run_1/layer_met1.png
The bar under the picture is 20 um long.
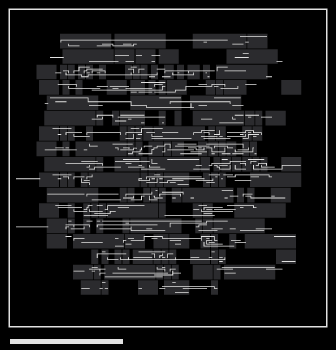
run_1/layer_met2.png
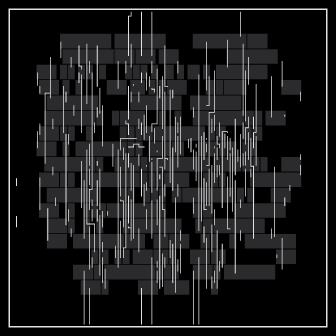
run_1/layer_met3.png
The bar under the picture is 20 um long.
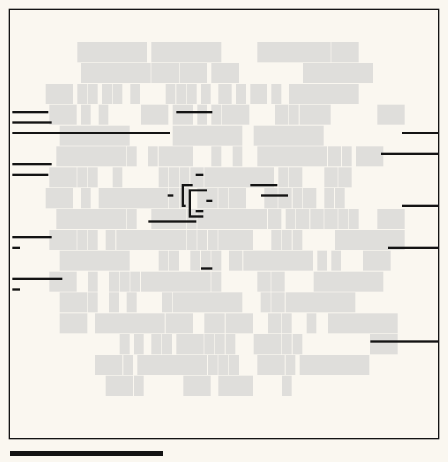
run_1/placement.png
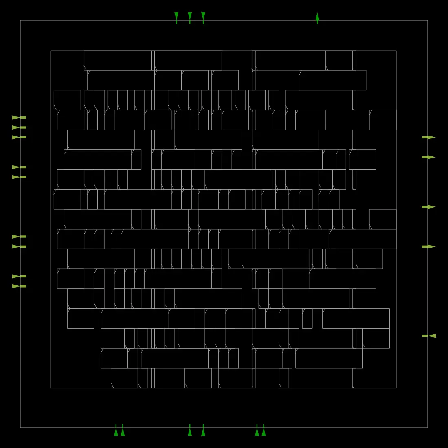
<file path="config.mk">
export PLATFORM = sky130hd
export DESIGN_NAME = seq_mag_cmp
export DESIGN_NICKNAME = d
export VERILOG_FILES = /design/src/rtl/seq_mag_cmp_pkg.sv /design/src/rtl/seq_mag_cmp_comp_nibble.sv /design/src/rtl/seq_mag_cmp.sv
export SDC_FILE = /design/constraint.sdc
export NUM_CORES = 1
export LEC_CHECK = 0
export ABC_AREA = 1
export CORE_MARGIN = 4
export CORE_UTILIZATION = 54
export DETAILED_ROUTE_END_ITERATION = 7
export GPL_TIMING_DRIVEN = 0
export HOLD_SLACK_MARGIN = 0.03
export MAX_ROUTING_LAYER = met4
export PLACE_DENSITY = 0.83
export REMOVE_ABC_BUFFERS = 1
export SETUP_SLACK_MARGIN = 0.2
export SYNTH_ARGS = -nofsm -noshare
export SYNTH_HDL_FRONTEND = slang
export SYNTH_SLANG_ARGS = --single-unit
</file>
<file path="constraint.sdc">
create_clock -name clk -period 2.55 [get_ports clk]
set_input_delay 0.255 -clock clk [delete_from_list [all_inputs] [get_ports clk]]
set_output_delay 0.255 -clock clk [all_outputs]
set_load 0.05 [all_outputs]
</file>
<file path="src/rtl/seq_mag_cmp_pkg.sv">
// Shared types and constants for the sequential multi-nibble magnitude comparator.
package seq_mag_cmp_pkg;

  localparam int unsigned NIB_W = 4;

  typedef enum logic [0:0] {
    ST_IDLE = 1'b0,
    ST_RUN  = 1'b1
  } state_e;

  // One-hot compare verdict.
  typedef struct packed {
    logic eq;
    logic gt;
    logic lt;
  } res_t;

  localparam res_t RES_EQ = '{eq: 1'b1, gt: 1'b0, lt: 1'b0};
  localparam res_t RES_GT = '{eq: 1'b0, gt: 1'b1, lt: 1'b0};
  localparam res_t RES_LT = '{eq: 1'b0, gt: 1'b0, lt: 1'b1};

endpackage

</file>
<file path="src/rtl/seq_mag_cmp_comp_nibble.sv">
// Combinational 4-bit unsigned compare slice producing a one-hot eq/gt/lt verdict.
module comp_nibble
  import seq_mag_cmp_pkg::*;
(
  input  logic [NIB_W-1:0] a_i,
  input  logic [NIB_W-1:0] b_i,
  output res_t             res_o
);

  // Unsigned magnitude compare of one nibble pair.
  always_comb begin
    res_o = RES_EQ;
    if (a_i > b_i) begin
      res_o = RES_GT;
    end else if (a_i < b_i) begin
      res_o = RES_LT;
    end
  end

endmodule

</file>
<file path="src/rtl/seq_mag_cmp.sv">
// Sequential multi-nibble magnitude comparator: walks the operands MSB nibble first
// through a single compare slice and reports a one-hot eq/gt/lt result with a done pulse.
// Optional macro SEQ_MAG_CMP_EARLY_EXIT_EN: finish as soon as the first unequal nibble is seen.
module seq_mag_cmp
  import seq_mag_cmp_pkg::*;
#(
  parameter int unsigned NIBBLES = 2
) (
  input  logic                     clk,
  input  logic                     rst_n,
  input  logic                     start,
  input  logic [NIB_W*NIBBLES-1:0] a,
  input  logic [NIB_W*NIBBLES-1:0] b,
  output logic                     ready,
  output logic                     done,
  output logic                     aeb,
  output logic                     agb,
  output logic                     alb
);

  localparam int unsigned W        = NIB_W * NIBBLES;
  localparam int unsigned IDX_W    = (NIBBLES > 1) ? $clog2(NIBBLES) : 1;
  localparam logic [IDX_W-1:0] IDX_LAST = IDX_W'(NIBBLES - 1);

  state_e           state_q, state_d;
  logic [W-1:0]     a_q, a_d, b_q, b_d;
  logic [IDX_W-1:0] idx_q, idx_d;
  logic             decided_q, decided_d;
  res_t             verdict_q, verdict_d;
  res_t             res_q, res_d;
  logic             done_q, done_d;
  logic             ready_q, ready_d;

  logic [NIB_W-1:0] nib_a_c, nib_b_c;
  res_t             slice_c;
  res_t             final_c;
  logic             accept_c, last_c, finish_c;

  // Index mux selecting the current nibble pair from the captured operands.
  assign nib_a_c = NIB_W'(a_q >> (NIB_W * idx_q));
  assign nib_b_c = NIB_W'(b_q >> (NIB_W * idx_q));

  comp_nibble u_slice (
    .a_i  (nib_a_c),
    .b_i  (nib_b_c),
    .res_o(slice_c)
  );

  assign accept_c = start && (state_q == ST_IDLE);
  assign last_c   = (idx_q == '0);
  // A recorded decision from a higher nibble always dominates the current slice.
  assign final_c  = decided_q ? verdict_q : slice_c;

`ifdef SEQ_MAG_CMP_EARLY_EXIT_EN
  assign finish_c = (state_q == ST_RUN) && (last_c || (!decided_q && !slice_c.eq));
`else
  assign finish_c = (state_q == ST_RUN) && last_c;
`endif

  // State register.
  always_ff @(posedge clk or negedge rst_n) begin
    if (!rst_n) begin
      state_q <= ST_IDLE;
    end else begin
      state_q <= state_d;
    end
  end

  // Next-state logic.
  always_comb begin
    state_d = state_q;
    case (state_q)
      ST_IDLE: if (accept_c) state_d = ST_RUN;
      ST_RUN:  if (finish_c) state_d = ST_IDLE;
      default: state_d = ST_IDLE;
    endcase
  end

  // Datapath and output next values.
  always_comb begin
    a_d       = a_q;
    b_d       = b_q;
    idx_d     = idx_q;
    decided_d = decided_q;
    verdict_d = verdict_q;
    res_d     = res_q;
    done_d    = 1'b0;
    ready_d   = (state_d == ST_IDLE);
    if (accept_c) begin
      a_d       = a;
      b_d       = b;
      idx_d     = IDX_LAST;
      decided_d = 1'b0;
      verdict_d = '0;
    end else if (state_q == ST_RUN) begin
      if (!last_c) begin
        idx_d = idx_q - IDX_W'(1);
      end
      if (!decided_q && !slice_c.eq) begin
        decided_d = 1'b1;
        verdict_d = slice_c;
      end
      if (finish_c) begin
        res_d  = final_c;
        done_d = 1'b1;
      end
    end
  end

  // Datapath and output registers.
  always_ff @(posedge clk or negedge rst_n) begin
    if (!rst_n) begin
      a_q       <= '0;
      b_q       <= '0;
      idx_q     <= '0;
      decided_q <= 1'b0;
      verdict_q <= '0;
      res_q     <= '0;
      done_q    <= 1'b0;
      ready_q   <= 1'b1;
    end else begin
      a_q       <= a_d;
      b_q       <= b_d;
      idx_q     <= idx_d;
      decided_q <= decided_d;
      verdict_q <= verdict_d;
      res_q     <= res_d;
      done_q    <= done_d;
      ready_q   <= ready_d;
    end
  end

  assign ready = ready_q;
  assign done  = done_q;
  assign aeb   = res_q.eq;
  assign agb   = res_q.gt;
  assign alb   = res_q.lt;

endmodule

</file>
==> results_tabular.tex, run 1 <==
% Implementation results table
\begin{tabular}{lr}
\hline
Metric & Value \\
\hline
\multicolumn{2}{l}{\textbf{Worst setup path}} \\
\quad Capture point of the worst reg-to-reg path & verdict\_q[0] \\
\quad Count of cells along the worst register-to-register path & 12 \\
\quad Cell-by-cell trace of the critical path & inv\_1 > nand2\_1 > nand2\_1 > ha\_1 > nand2\_1 > nand2\_1 > nand2\_1 > nand2\_1 > nand2\_1 > nand3\_1 > nand3\_1 > nand2\_1 \\
\quad Slowest Stage Delay on Critical Path & 0.69 ns \\
\quad Startpoint of the lowest-slack register-to-register path & idx\_q \\
\quad Arr. time, crit path & 2.32 ns \\
\quad Setup crit end kind & flip-flop \\
\quad Crit path launch type & flip-flop \\
\quad Cell repeated most along the worst path & sky130\_fd\_sc\_hd\_\_nand2\_1 \\
\quad Critical Path Slowest Stage Cell & sky130\_fd\_sc\_hd\_\_dfrtp\_1 \\
\quad Count of buffer and inverter cells on the critical path & 1 \\
\multicolumn{2}{l}{\textbf{Final layout}} \\
\quad Fraction of final layout cells sized beyond drive strength 1 & 0.04192 \\
\quad Post-layout nets & 191 \\
\quad Number of antenna diodes & 0 \\
\quad Most frequently placed logic cells in the final layout & sky130\_fd\_sc\_hd\_\_nand2\_1, sky130\_fd\_sc\_hd\_\_dfrtp\_1, sky130\_fd\_sc\_hd\_\_clkdlybuf4s50\_1 \\
\quad Area overhead of the layout relative to synthesis & 20.57\% \\
\multicolumn{2}{l}{\textbf{Route}} \\
\quad Ratio of routed vias to standard cells & 5.056 \\
\quad Initial drt markers & 19 \\
\quad Avg WL per Cell & 11.39 um \\
\quad Detail Route Antenna Nets & 0 \\
\multicolumn{2}{l}{\textbf{Hold path}} \\
\quad Hold WC Path Type & input pin to flip-flop \\
\quad Endpoint, Worst Hold & a\_q[7] \\
\quad Worst Hold Launch & a[7] \\
\quad Count of cells along the worst hold path & 3 \\
\multicolumn{2}{l}{\textbf{STA}} \\
\quad Number of hold violations in the final report & 0 \\
\quad Unrepaired setup endpoints after global routing & false \\
\quad Maximum achievable frequency & 476.7 MHz \\
\quad Final setup fails & 0 \\
\quad Final critical delay including setup and external delays & 2.098 ns \\
\quad Slew at the pin closest to its max-slew limit & 1.174 ns \\
\quad Worst clock skew on the final layout & 0.007475 ns \\
\quad Worst slew margin relative to its limit & 0.2151 \\
\quad Max-slew violations & 0 \\
\quad Period utilization & 0.8226 \\
\multicolumn{2}{l}{\textbf{Pwr}} \\
\quad Sequential group share of total power & 0.405 \\
\quad P\_sw & 867.3 uW \\
\quad Cell internal power dissipation & 1048 uW \\
\quad IR drop worst, VDD & 0.6359 mV \\
\quad Switching fraction of total power & 0.4527 \\
\quad Power Density & 1287 mW/mm2 \\
\multicolumn{2}{l}{\textbf{Clock network}} \\
\quad Number of buffers inserted to repair setup after CTS & 0 \\
\quad Clock transition at path regs & 0.14 ns \\
\quad Clock buffer depth & 2 \\
\quad Hold-fix buffers at CTS & 0 \\
\quad Skew-Pair Late Insertion Delay & 0.32 ns \\
\quad CTS Buf Count & 3 \\
\quad CTS tree & yes \\
\quad Count of H-tree levels built during CTS & 1 \\
\quad Number of sinks driven by the clock tree & 27 \\
\multicolumn{2}{l}{\textbf{Floorplan}} \\
\quad Number of top-level design ports & 24 \\
\quad Fraction of the core area occupied by cells at floorplan & 0.5637 \\
\quad Die boundary height & 55.82 um \\
\multicolumn{2}{l}{\textbf{Synth}} \\
\quad Library cell with the largest summed area after synthesis & sky130\_fd\_sc\_hd\_\_dfrtp\_1 \\
\quad Total cell area reported by yosys after synthesis & 0.001235 mm2 \\
\quad Instance tally after logic synthesis & 144 \\
\quad Dominant Register Cell & sky130\_fd\_sc\_hd\_\_dfrtp\_1 \\
\quad Mapped Avg Cell Area & 8.576 um2 \\
\quad Fraction of registers with async set or reset after synthesis & 1.000 \\
\quad \#FFs+latches synth & 27 \\
\quad Distinct lib cells & 19 \\
\quad Count of yosys warnings during synthesis & 0 \\
\quad Sequential-to-total area share from yosys stat & 0.5481 \\
\quad Total cells reported by yosys after synthesis & 144 \\
\quad Top cell area share & 0.5268 \\
\multicolumn{2}{l}{\textbf{Global route}} \\
\quad Total gr overflow & 0 \\
\quad Antenna violations before repair & 0 \\
\quad Via count of the first global-routing pass & 907 \\
\quad Global-route wire length before repair & 3.974 mm \\
\multicolumn{2}{l}{\textbf{Placement}} \\
\quad Final weighted congestion in routability-driven placement & 0.8161 \\
\quad I/O Buffers & 23 \\
\quad Post-DP HPWL & 1.603 mm \\
\multicolumn{2}{l}{\textbf{Run}} \\
\quad Max-cap check violation count & 0 \\
\multicolumn{2}{l}{\textbf{Run status}} \\
\quad Status & completed \\
\hline
\end{tabular}
Notes on layer_met1.png above:
wire length on this layer: 961 um
share of all routed wire: 43%
main direction: horizontal
number of vias in the routed layout: 986
detailed-route wire length: 2.221 mm
global-route track usage on met1: 0.1976

Notes on layer_met2.png above:
share of all routed wire: 50%
wire length on this layer: 1110 um
nets with wire on the layer: 147
main direction: vertical
longest straight run: 27.5 um
GR met2 Demand/Resource: 0.2787

Notes on layer_met3.png above:
wire length on this layer: 113 um
longest straight run: 20.2 um
nets with wire on the layer: 21
main direction: horizontal
share of all routed wire: 5.1%
met3 capacity usage during global routing: 0.02320

Notes on placement.png above:
final cell count without fillers: 195
FFs & Latches: 27
number of fillers in the final layout: 186
area inside the core boundary: 0.002191 mm2
Placement Rows: 17

run 1: logic make-up (layout without fill, tap and decap cells):
family                     count (synthesis)  in the layout  synth area share
buffers and inverters                     17             40           0.06990
DFF                                       27             27            0.5481
and+or+nand+nor                           78             78            0.2523
AOI/OAI and AO/OA                         14             14           0.05674
muxes                                      4              4           0.03242
adders and majority gates                  4              4           0.04053
run 1: sequential cells by signal (all words and copies together), names as in the netlist:
| register | cells |
|---|---|
| a_q | 8 |
| aeb | 1 |
| agb | 1 |
| alb | 1 |
| b_q | 8 |
| decided_q | 1 |
| done | 1 |
| idx_q | 1 |
| ready | 1 |
| state_q | 1 |
| verdict_q | 3 |
run 1: layout make-up:
class	count	area [um2]	share of cell area
inverter	13	48.80	0.03277
tap	28	35.03	0.02353
clock buffer	4	26.28	0.01765
sequential	27	676.9	0.4546
multi-input combinational	100	471.7	0.3168
timing repair buffer	23	230.2	0.1546
run 1: through the flow:
stage,instance area [um2],hold slack [ns],total power (uW),instances,utilization
2_1_floorplan,1197,-0.04059,1458,140,-
3_3_place_gp,1463,0.4536,1686,191,0.6676
3_5_place_dp,1463,0.4586,1732,191,0.6676
4_1_cts,1489,0.4457,1926,195,0.6796
5_1_grt,1489,0.4382,2111,195,0.6796
6_report,1489,0.4540,1916,195,0.6796
run 1: worst min-delay path: stages:
cell                              delay [ns]
sky130_fd_sc_hd__clkdlybuf4s50_1        0.39
sky130_fd_sc_hd__nand2_1                0.06
sky130_fd_sc_hd__nand2_1                0.05
run 1: worst max-delay path by stage:
stage,depth (start not counted),slack [ns],to,from
global route,12,0.21,verdict_q[0],idx_q
detailed placement,12,0.50,verdict_q[0],idx_q
global placement,12,0.56,verdict_q[0],idx_q
floorplan,12,0.79,verdict_q[0],idx_q
CTS,12,0.47,verdict_q[0],idx_q
finish,12,0.45,verdict_q[0],idx_q
run 1: power by group through the flow:
stage | clock, uW | sequential (uW) | combinational [uW]
3_3_place_gp | 0 | 777 | 909
6_report | 179 | 776 | 960
3_5_place_dp | 0 | 787 | 945
2_1_floorplan | 0 | 888 | 570
5_1_grt | 204 | 807 | 1100
4_1_cts | 186 | 777 | 964
run 1: synthesized netlist by cell type (all sizes together) (3+ instances only):
cell type / n
a21oi: 8
buf: 3
dfrtp: 26
ha: 4
inv: 13
mux2i: 4
nand2: 68
nand3: 5
nor2: 4
o21ai: 6
run 1: metal layers:
metal,global-route usage,part of all wire
met1,0.1976,0.43
met2,0.2787,0.50
met3,0.02320,0.050
met4,0.05085,0.015
met5,-,0
run_1/flops_by_reg.png
Other sequential cells in the stronger grey, the rest of the logic in the fainter grey.
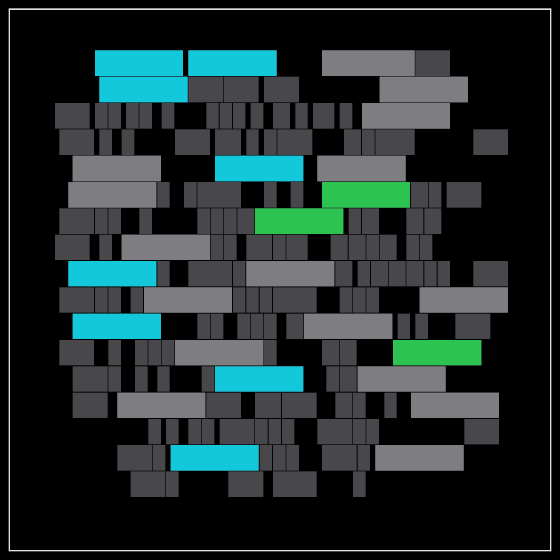

## Run 2: what changed since run 1
--- a/config.mk
+++ b/config.mk
@@ -7,12 +7,12 @@
 export LEC_CHECK = 0
 export ABC_AREA = 1
 export CORE_MARGIN = 4
-export CORE_UTILIZATION = 54
+export CORE_UTILIZATION = 50
 export DETAILED_ROUTE_END_ITERATION = 7
 export GPL_TIMING_DRIVEN = 0
 export HOLD_SLACK_MARGIN = 0.03
 export MAX_ROUTING_LAYER = met4
-export PLACE_DENSITY = 0.83
+export PLACE_DENSITY = 0.77
 export REMOVE_ABC_BUFFERS = 1
 export SETUP_SLACK_MARGIN = 0.2
 export SYNTH_ARGS = -nofsm -noshare
==> constraint.sdc (replaced) <==
create_clock -name clk -period 2.1 [get_ports clk]
set_input_delay 0.21 -clock clk [delete_from_list [all_inputs] [get_ports clk]]
set_output_delay 0.21 -clock clk [all_outputs]
set_load 0.05 [all_outputs]
run_2/flops_by_reg.png
Other sequential cells in the stronger grey, the rest of the logic in the fainter grey.
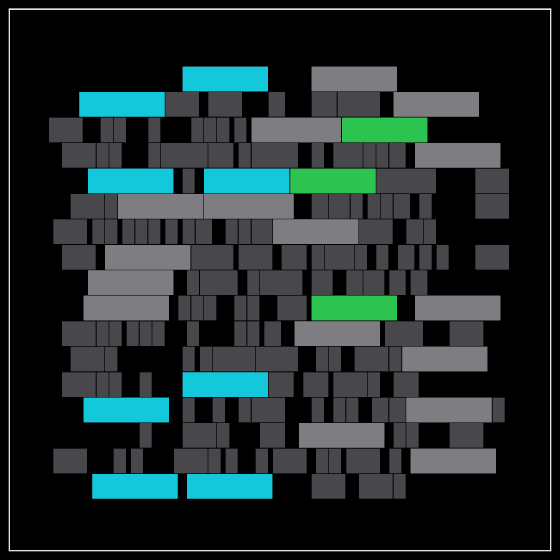
| colour | signal | sequential cells |
|---|---|---|
| green | verdict_q | 3 |
| cyan | b_q | 8 |
not coloured: 16
fraction of standard cell area that is sequential: 0.4285
Register Area: 678.2 um2
post-route core utilization: 0.6954

run_2/layer_met3.png
The bar under the picture is 20 um long.
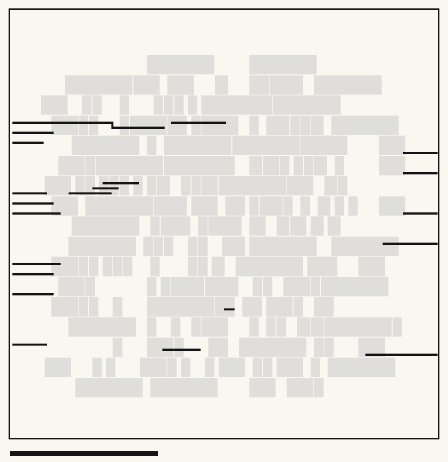
main direction: horizontal
share of all routed wire: 5.1%
number of vias in the routed layout: 996
met3 capacity usage during global routing: 0.02895
detailed-route wire length: 2.427 mm

run_2/placement.png
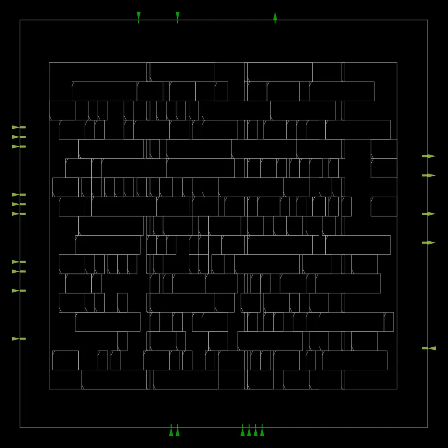
final cell count without fillers: 199
n_taps: 28

==> results_tabular.tex, run 2 <==
% Implementation results table
\begin{tabular}{lr}
\hline
Metric & Value \\
\hline
\multicolumn{2}{l}{\textbf{Run status}} \\
\quad Status & completed \\
\multicolumn{2}{l}{\textbf{STA}} \\
\quad Number of hold violations in the final report & 0 (unchanged) \\
\quad Sum of negative setup slack & 0 ns \\
\quad Unrepaired setup endpoints after global routing & true \\
\quad Max-slew violations & 0 (unchanged) \\
\quad Worst clock skew on the final layout & 0.002911 ns (-0.004564 ns) \\
\quad Worst slew margin relative to its limit & 0.2064 (-0.008688) \\
\quad Final setup fails & 0 (unchanged) \\
\quad Maximum achievable frequency & 552.2 MHz (+16\%) \\
\quad Period utilization & 0.8623 (+0.03972) \\
\quad Slew at the pin closest to its max-slew limit & 1.187 ns (+0.01299 ns) \\
\quad Final critical delay including setup and external delays & 1.811 ns (-0.2867 ns) \\
\multicolumn{2}{l}{\textbf{Synth}} \\
\quad Flip-flops with a built-in enable & 0 \\
\quad Ranking of synthesized cells by instance count & sky130\_fd\_sc\_hd\_\_nand2\_1, sky130\_fd\_sc\_hd\_\_dfrtp\_1, sky130\_fd\_sc\_hd\_\_inv\_1 \\
\quad Synth Cell Area & 0.001235 mm2 \\
\quad \#FFs+latches synth & 27 (unchanged) \\
\quad Total cell area reported by yosys after synthesis & 0.001235 mm2 (unchanged) \\
\quad Mapped Avg Cell Area & 8.576 um2 (unchanged) \\
\quad Sequential-to-total area share from yosys stat & 0.5481 (unchanged) \\
\quad Post-synthesis cell type with the largest instance count & sky130\_fd\_sc\_hd\_\_nand2\_1 \\
\quad Library cell with the largest summed area after synthesis & sky130\_fd\_sc\_hd\_\_dfrtp\_1 \\
\quad Top cell area share & 0.5268 (unchanged) \\
\quad Leading cell types by total area after synthesis & sky130\_fd\_sc\_hd\_\_dfrtp\_1, sky130\_fd\_sc\_hd\_\_nand2\_1, sky130\_fd\_sc\_hd\_\_ha\_1, sky130\_fd\_sc\_hd\_\_inv\_1, sky130\_fd\_sc\_hd\_\_a21oi\_1 \\
\quad Instance tally after logic synthesis & 144 (unchanged) \\
\quad Dominant Register Cell & sky130\_fd\_sc\_hd\_\_dfrtp\_1 \\
\quad Count of yosys warnings during synthesis & 0 (unchanged) \\
\quad Total cells reported by yosys after synthesis & 144 (unchanged) \\
\quad Fraction of registers with async set or reset after synthesis & 1.000 (unchanged) \\
\quad Distinct lib cells & 19 (unchanged) \\
\multicolumn{2}{l}{\textbf{Placement}} \\
\quad Final weighted congestion in routability-driven placement & 0.7913 (-3.0\%) \\
\quad Instance area after placement & 0.001463 mm2 (unchanged) \\
\quad Post-DP HPWL & 1.662 mm (+3.7\%) \\
\quad I/O Buffers & 23 (unchanged) \\
\quad Placed Cells incl. Taps & 191 (unchanged) \\
\multicolumn{2}{l}{\textbf{Route}} \\
\quad Number of design rule violations left after detail routing & 0 \\
\quad Avg WL per Cell & 12.20 um (+7.1\%) \\
\quad Iteration tally of the first detailed-router pass & 4 \\
\quad Detail Route Antenna Nets & 0 (unchanged) \\
\quad Ratio of routed vias to standard cells & 5.005 (-1.0\%) \\
\quad Initial drt markers & 21 (+2) \\
\multicolumn{2}{l}{\textbf{Global route}} \\
\quad Global-route wire length before repair & 3.912 mm (-1.6\%) \\
\quad Via count of the first global-routing pass & 940 (+3.6\%) \\
\quad Global Route Usage Sum & 0.1587 \\
\quad Antenna violations before repair & 0 (unchanged) \\
\quad Maximum number of pins on one net before global-route repair & 28 \\
\quad Total gr overflow & 0 (unchanged) \\
\multicolumn{2}{l}{\textbf{Floorplan}} \\
\quad Number of top-level design ports & 24 (unchanged) \\
\quad Placement Rows & 17 (unchanged) \\
\quad Die outline width & 57.70 um \\
\quad Area inside the core boundary & 0.002276 mm2 (+3.9\%) \\
\quad Fraction of the core area occupied by cells at floorplan & 0.5426 (-0.02107) \\
\quad Area of the die & 0.003329 mm2 \\
\quad Die boundary height & 57.70 um (+3.4\%) \\
\multicolumn{2}{l}{\textbf{Clock network}} \\
\quad Clk root buf & sky130\_fd\_sc\_hd\_\_clkbuf\_4 \\
\quad Skew-Pair Late Insertion Delay & 0.32 ns (about the same) \\
\quad Count of H-tree levels built during CTS & 1 (unchanged) \\
\quad CTS Buf Count & 3 (unchanged) \\
\quad Hold-fix buffers at CTS & 0 (unchanged) \\
\quad CTS tree & yes \\
\quad Clock transition at path regs & 0.14 ns (about the same) \\
\quad Number of sinks driven by the clock tree & 27 (unchanged) \\
\quad Clock buffer depth & 2 (unchanged) \\
\multicolumn{2}{l}{\textbf{Final layout}} \\
\quad Largest regs & a\_q: 8 flops, b\_q: 8 flops, verdict\_q: 3 flops \\
\quad Fraction of final layout cells sized beyond drive strength 1 & 0.1462 (+0.1043) \\
\quad Area overhead of the layout relative to synthesis & 28.17\% \\
\quad Number of antenna diodes & 0 (unchanged) \\
\quad Post-layout nets & 195 (+2.1\%) \\
\quad Most numerous logic cell after layout & sky130\_fd\_sc\_hd\_\_nand2\_1 \\
\quad Most frequently placed logic cells in the final layout & sky130\_fd\_sc\_hd\_\_nand2\_1, sky130\_fd\_sc\_hd\_\_dfrtp\_1, sky130\_fd\_sc\_hd\_\_clkdlybuf4s50\_1 \\
\quad Post-route cell area & 0.001583 mm2 (+6.3\%) \\
\multicolumn{2}{l}{\textbf{Pwr}} \\
\quad IR drop worst, VDD & 0.8993 mV (+41\%) \\
\quad Power Density & 1625 mW/mm2 (+26\%) \\
\quad Leakage power & 0.0008114 uW \\
\quad Post-layout total power & 2572 uW (+34\%) \\
\multicolumn{2}{l}{\textbf{Worst setup path}} \\
\quad Setup crit end kind & flip-flop \\
\quad Worst Path Required & 2.33 ns \\
\quad Arr. time, crit path & 2.04 ns (-0.28 ns) \\
\quad Type of the setup path with the least slack & flip-flop to flip-flop \\
\quad Crit path launch type & flip-flop \\
\quad Maximum fanout encountered on the critical timing path & 6 \\
\multicolumn{2}{l}{\textbf{Hold path}} \\
\quad Hold WC Path Type & input pin to flip-flop \\
\multicolumn{2}{l}{\textbf{Run}} \\
\quad Max-cap check violation count & 0 (unchanged) \\
\quad Tool Warnings & 26 \\
\hline
\end{tabular}
-- run 2: cell counts after synthesis --
No cell type changed its count.
-- run 2: layout make-up --
cell class                 instances  area, um2
tap                               28      35.03
clock inverter                     1      5.005
fill                             192      693.2
clock buffer                       3      22.52
inverter                          13      48.80
sequential                        27      678.2
multi-input combinational        100      530.5
timing repair buffer              27      262.8
-- run 2: kinds of logic (layout without fill, tap and decap cells) --
family / after synthesis / after routing / synth area share
muxes: 4 / 4 / 0.03242
AOI/OAI and AO/OA: 14 / 14 / 0.05674
adders and majority gates: 4 / 4 / 0.04053
and+or+nand+nor: 78 / 78 / 0.2523
buffers and inverters: 17 / 44 / 0.06990
DFF: 27 / 27 / 0.5481
-- run 2: path summary, 6_finish.rpt --
check / from / endpoint / cells past startpoint / slack (ns)
max in group asynchronous: rst_n / idx_q / 1 / 0.82
hold reg to reg: b_q[3] / b_q[3] / 2 / 0.49
hold / removal: a[2] / a_q[2] / 3 / 0.40
setup reg to reg: idx_q / verdict_q[1] / 11 / 0.29
min in group asynchronous: rst_n / a_q[3] / 1 / 0.49
setup / recovery: idx_q / verdict_q[1] / 11 / 0.29
-- run 2: per-stage QoR --
stage / worst slack [ns] / util / hold WS [ns]
6_report: 0.2891 / 0.6954 / 0.3985
5_1_grt: 0.1768 / 0.6954 / 0.3790
4_1_cts: 0.2223 / 0.6586 / 0.3956
3_5_place_dp: 0.04480 / 0.6427 / 0.4574
3_3_place_gp: 0.08309 / 0.6427 / 0.4535
2_1_floorplan: 0.3386 / - / -0.08559
-- run 2: per-layer routing --
layer,vias up,routed length (um),GRT usage
met4,0,55,0.06954
met3,4,123,0.02895
met2,23,1259,0.2726
li1,503,-,-
met5,-,0,-
met1,466,989,0.1796
-- run 2: where the power goes --
| part | total (uW) | leakage, uW | internal [uW] | switching [uW] |
|---|---|---|---|---|
| Clock | 222 | 0.0000177 | 71.5 | 151 |
| Sequential | 943 | 0.000333 | 771 | 173 |
| Combinational | 1410 | 0.000461 | 547 | 859 |
-- run 2: worst max-delay path: stages (launching register included) --
cell,delay [ns]
sky130_fd_sc_hd__dfrtp_2,0.47
sky130_fd_sc_hd__buf_4,0.16
sky130_fd_sc_hd__mux2i_2,0.14
sky130_fd_sc_hd__ha_1,0.33
sky130_fd_sc_hd__nand2_1,0.08
sky130_fd_sc_hd__nand2_1,0.06
sky130_fd_sc_hd__nand2_2,0.09
sky130_fd_sc_hd__nand2_2,0.07
sky130_fd_sc_hd__nand2_2,0.09
sky130_fd_sc_hd__nand3_4,0.09
sky130_fd_sc_hd__nand3_2,0.08
sky130_fd_sc_hd__nand2_1,0.06
-- run 2: what timing repair did --
action                                  CTS  global route
pin swaps                                 0             2
resized                                   1            17
setup buffers                             1             3
endpoints found under the setup margin    7            12
Power is estimated from default activity; no workload was simulated.
